Floorplan with the power grid:
Scale: 4 px per um. Pins as bars on the die edge. Tap cells in gray.
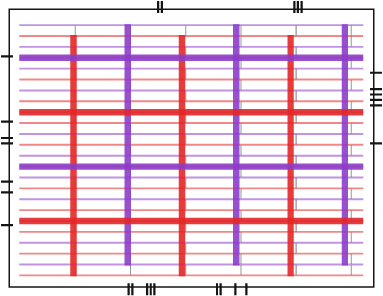
Placed cells, one color a class:
Scale: 4 px per um. Fill, decap, tap and diode cells in gray.
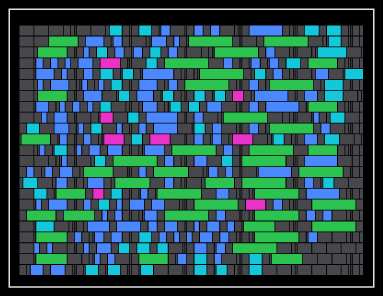
Clock distribution:
Scale: 4 px per um.
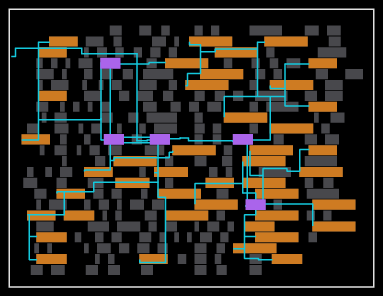
Routed metal, one color a layer:
Scale: 4 px per um.
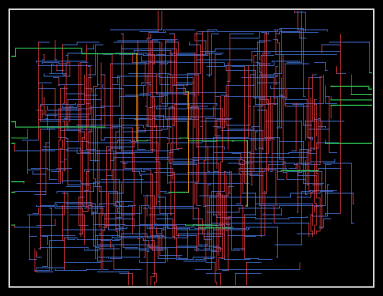
--- config.mk ---
export PLATFORM = sky130hd
export DESIGN_NAME = inter_slave
export DESIGN_NICKNAME = d
export VERILOG_FILES = /design/src/rtl/inter_pkg.sv /design/src/rtl/slave_regfile.sv /design/src/rtl/inter_slave.sv
export SDC_FILE = /design/constraint.sdc
export NUM_CORES = 1
export LEC_CHECK = 0
export CAP_MARGIN = 20
export CELL_PAD_IN_SITES_DETAIL_PLACEMENT = 2
export CELL_PAD_IN_SITES_GLOBAL_PLACEMENT = 2
export CORE_ASPECT_RATIO = 0.75
export CORE_MARGIN = 2
export CORE_UTILIZATION = 36
export DETAILED_ROUTE_END_ITERATION = 6
export PLACE_DENSITY = 0.78
export SLEW_MARGIN = 10
export SYNTH_ARGS = -nofsm -noshare
export SYNTH_HDL_FRONTEND = slang
export SYNTH_SLANG_ARGS = --single-unit
--- constraint.sdc ---
create_clock -name clk -period 1.9 [get_ports clk]
set_clock_uncertainty 0.15 [all_clocks]
set_input_delay 0.57 -clock clk [delete_from_list [all_inputs] [get_ports clk]]
set_output_delay 0.57 -clock clk [all_outputs]
set_load 0.01 [all_outputs]
--- src/rtl/inter_pkg.sv ---
// Shared types and constants for the 3-master/2-slave interconnect slice.
package inter_pkg;

    localparam int ADDR_W = 3;
    localparam int DATA_W = 3;

    // Slave endpoint states
    typedef enum logic [1:0] {
        S_COOL  = 2'd0,
        S_READY = 2'd1,
        S_ACK   = 2'd2
    } slave_state_t;

    // Master-select encodings used by the interconnect arbiter
    typedef enum logic [1:0] {
        MSEL_NONE = 2'd0,
        MSEL_M0   = 2'd1,
        MSEL_M1   = 2'd2,
        MSEL_M2   = 2'd3
    } msel_t;

endpackage

--- src/rtl/slave_regfile.sv ---
// 8x3 register file: one write port, one registered read port, sync clear.
module slave_regfile
    import inter_pkg::*;
(
    input  logic              clk,
    input  logic              rst,
    input  logic              we_i,
    input  logic [ADDR_W-1:0] waddr_i,
    input  logic [DATA_W-1:0] wdata_i,
    input  logic [ADDR_W-1:0] raddr_i,
    output logic [DATA_W-1:0] rdata_o
);

    logic [DATA_W-1:0] mem_q [2**ADDR_W];
    logic [DATA_W-1:0] rdata_q;

    // Storage write and registered read; a same-cycle read sees the old entry
    always_ff @(posedge clk) begin
        if (rst) begin
            for (int unsigned i = 0; i < 2**ADDR_W; i++) begin
                mem_q[i] <= '0;
            end
            rdata_q <= '0;
        end else begin
            if (we_i) begin
                mem_q[waddr_i] <= wdata_i;
            end
            rdata_q <= mem_q[raddr_i];
        end
    end

    assign rdata_o = rdata_q;

endmodule

--- src/rtl/inter_slave.sv ---
// Slave endpoint: accepts writes, paces traffic with cooldown, checks handshake.
module inter_slave
    import inter_pkg::*;
#(
    parameter int BUSY_CYC   = 2,
    parameter int HS_TIMEOUT = 4,
    parameter int CNT_W      = 8
) (
    input  logic              clk,
    input  logic              rst,
    input  logic              valid_in,
    input  logic [ADDR_W-1:0] addr_in,
    input  logic [DATA_W-1:0] value_in,
    input  logic              handshake_in,
    output logic              ready_out,
    input  logic [ADDR_W-1:0] rd_addr,
    output logic [DATA_W-1:0] rd_data,
    output logic              wr_pulse,
    output logic [CNT_W-1:0]  wr_cnt,
    output logic              hs_err
);

    localparam int CNT_MAX = (BUSY_CYC > HS_TIMEOUT) ? BUSY_CYC : HS_TIMEOUT;
    localparam int CW      = $clog2(CNT_MAX + 1);

    slave_state_t     state_q;
    logic [CW-1:0]    cnt_q;
    logic             ready_q;
    logic             wr_pulse_q;
    logic [CNT_W-1:0] wr_cnt_q;
    logic             hs_err_q;
    logic             accept;

    // Only a cycle that already shows ready high can take a write
    assign accept = valid_in && ready_q;

    // Slave FSM, cooldown/timeout counter, write counter and error flag
    always_ff @(posedge clk) begin
        if (rst) begin
            state_q    <= S_COOL;
            cnt_q      <= '0;
            ready_q    <= 1'b0;
            wr_pulse_q <= 1'b0;
            wr_cnt_q   <= '0;
            hs_err_q   <= 1'b0;
        end else begin
            wr_pulse_q <= 1'b0;
            case (state_q)
                S_COOL: begin
                    if (handshake_in) begin
                        hs_err_q <= 1'b1;
                    end
                    if (cnt_q == CW'(BUSY_CYC - 1)) begin
                        state_q <= S_READY;
                        ready_q <= 1'b1;
                        cnt_q   <= '0;
                    end else begin
                        cnt_q <= cnt_q + CW'(1);
                    end
                end
                S_READY: begin
                    if (handshake_in) begin
                        hs_err_q <= 1'b1;
                    end
                    if (accept) begin
                        wr_pulse_q <= 1'b1;
                        if (wr_cnt_q != '1) begin
                            wr_cnt_q <= wr_cnt_q + CNT_W'(1);
                        end
                        state_q <= S_ACK;
                        ready_q <= 1'b0;
                        cnt_q   <= '0;
                    end
                end
                S_ACK: begin
                    if (handshake_in) begin
                        state_q <= S_COOL;
                        cnt_q   <= '0;
                    end else if (cnt_q == CW'(HS_TIMEOUT - 1)) begin
                        hs_err_q <= 1'b1;
                        state_q  <= S_COOL;
                        cnt_q    <= '0;
                    end else begin
                        cnt_q <= cnt_q + CW'(1);
                    end
                end
                default: begin
                    state_q <= S_COOL;
                    ready_q <= 1'b0;
                    cnt_q   <= '0;
                end
            endcase
        end
    end

    slave_regfile u_regfile (
        .clk     (clk),
        .rst     (rst),
        .we_i    (accept),
        .waddr_i (addr_in),
        .wdata_i (value_in),
        .raddr_i (rd_addr),
        .rdata_o (rd_data)
    );

    assign ready_out = ready_q;
    assign wr_pulse  = wr_pulse_q;
    assign wr_cnt    = wr_cnt_q;
    assign hs_err    = hs_err_q;

endmodule

==> ci_impl_report.md <==
### Flow metrics

| Metric | Value |
|---|---|
| Area growth, synth to finish | 36.15% |
| Synth Instances | 177 |
| Unrepaired setup endpoints after global routing | true |
| Nonclk inv count | 8 |
| Crit-path leading delay family | simple AND/OR/NAND/NOR gates |
| Post-route core utilization | 51.41% |
| Max Used Layer | met4 |
| DRT Wirelength | 6.269 mm |
| Yosys Chip Area | 2032 um^2 |
| Xor/xnor share | 1.293% |
| Commonest cells after routing, fill and taps aside | 26 x buf_4, 24 x and2_1, 24 x edfxtp_1 |
| Inst Count DP | 299 |
| Grt met1 use | 26.09% |
| H-tree depth | 2 |
| CP startpoint kind | primary input |
| Io pins | 27 |
| Slew @ Worst Pin | 484.6 ps |
| GRT Max-Usage Layer | met2 |
| CTS resizes | 42 |
| Die X | 90.75 um |
| Via density | 5.251 |
| Crit path DAT | 1890 ps |
| Logic area | ~970 um^2 |
| Leak Pwr | 1.207 nW |
| Max Clk Rate | 550.5 MHz |
| DR WL/cell | 20.42 um |
| Ys async rst share | 0% |
| M2 GR Usage | approximately 39% |
| CP Max Fanout | 5 |
| Clk root buf | clkbuf_8 |
| Flop count | 43 |
| Max Slew Vio Count | 0 |
| Biggest area cells | edfxtp_1 35%, dfxtp_1 19%, and2_1 7.4% |
| Final clock-cell share | 3.347% |
| Placed cell areas | between 2000 and 3000 um^2 |
| Core footprint | 5381 um^2 |
| Hold_buf cts | 0 |
| Post-route ant nets | 0 |
| Path type of the worst setup path | primary input to flip-flop |
| Setup TNS | 0 ps |
| Switching share of total power | between 30% and 40% |
| Worst stage delay on the critical path | 550 ps |
| WP depth | 5 |
| Combinational gates | ~120 |
| Outcome | complete, no violations |
| WP buf/inv | 1 |
| Total congestion overflow | 0 |
| Comb/total area | 35.05% |
| Flop pwr share | roughly half |
| Tmin final | between 1500 and 2000 ps |
| Max-area cell class | registers |
| DR iter-0 viols | 79 |
| Required @ worst endpoint | 1980 ps |
| Combinational power | 464 uW |
| Yosys warns | 0 |
| Post-DP HPWL | 4.452 mm |
| CTS sink cnt | 43 |
| Die area | roughly 6300 um^2 |
Notes on 'floorplan with the power grid' above:
VSS: in red. VDD: in purple.
4 straps on met5. 6 straps on met4. The core has 23 rows.

Notes on 'placed cells, one color a class' above:
all other logic: in blue, cells 128. other buffers and delay cells: in cyan, cells 53. clock drivers and dummy loads: in magenta, cells 8. flip-flops: in green, cells 43.

Notes on 'clock distribution' above:
flip-flops: in orange, count 43. cells driving clock nets: in purple, count 5. clock wires: in cyan, length 582 um.
Position of the flops: all over the die.
Clock group: 620 uW
clk_lat worst skew: 300 ps

Notes on 'routed metal, one color a layer' above:
met3: in green, wire length 166 um. met2: in red, wire length 3,270 um. met1: in blue, wire length 2,770 um. met4: in orange, wire length 63.2 um.

Power figures rest on the tool's default switching activity, not on a simulated workload.
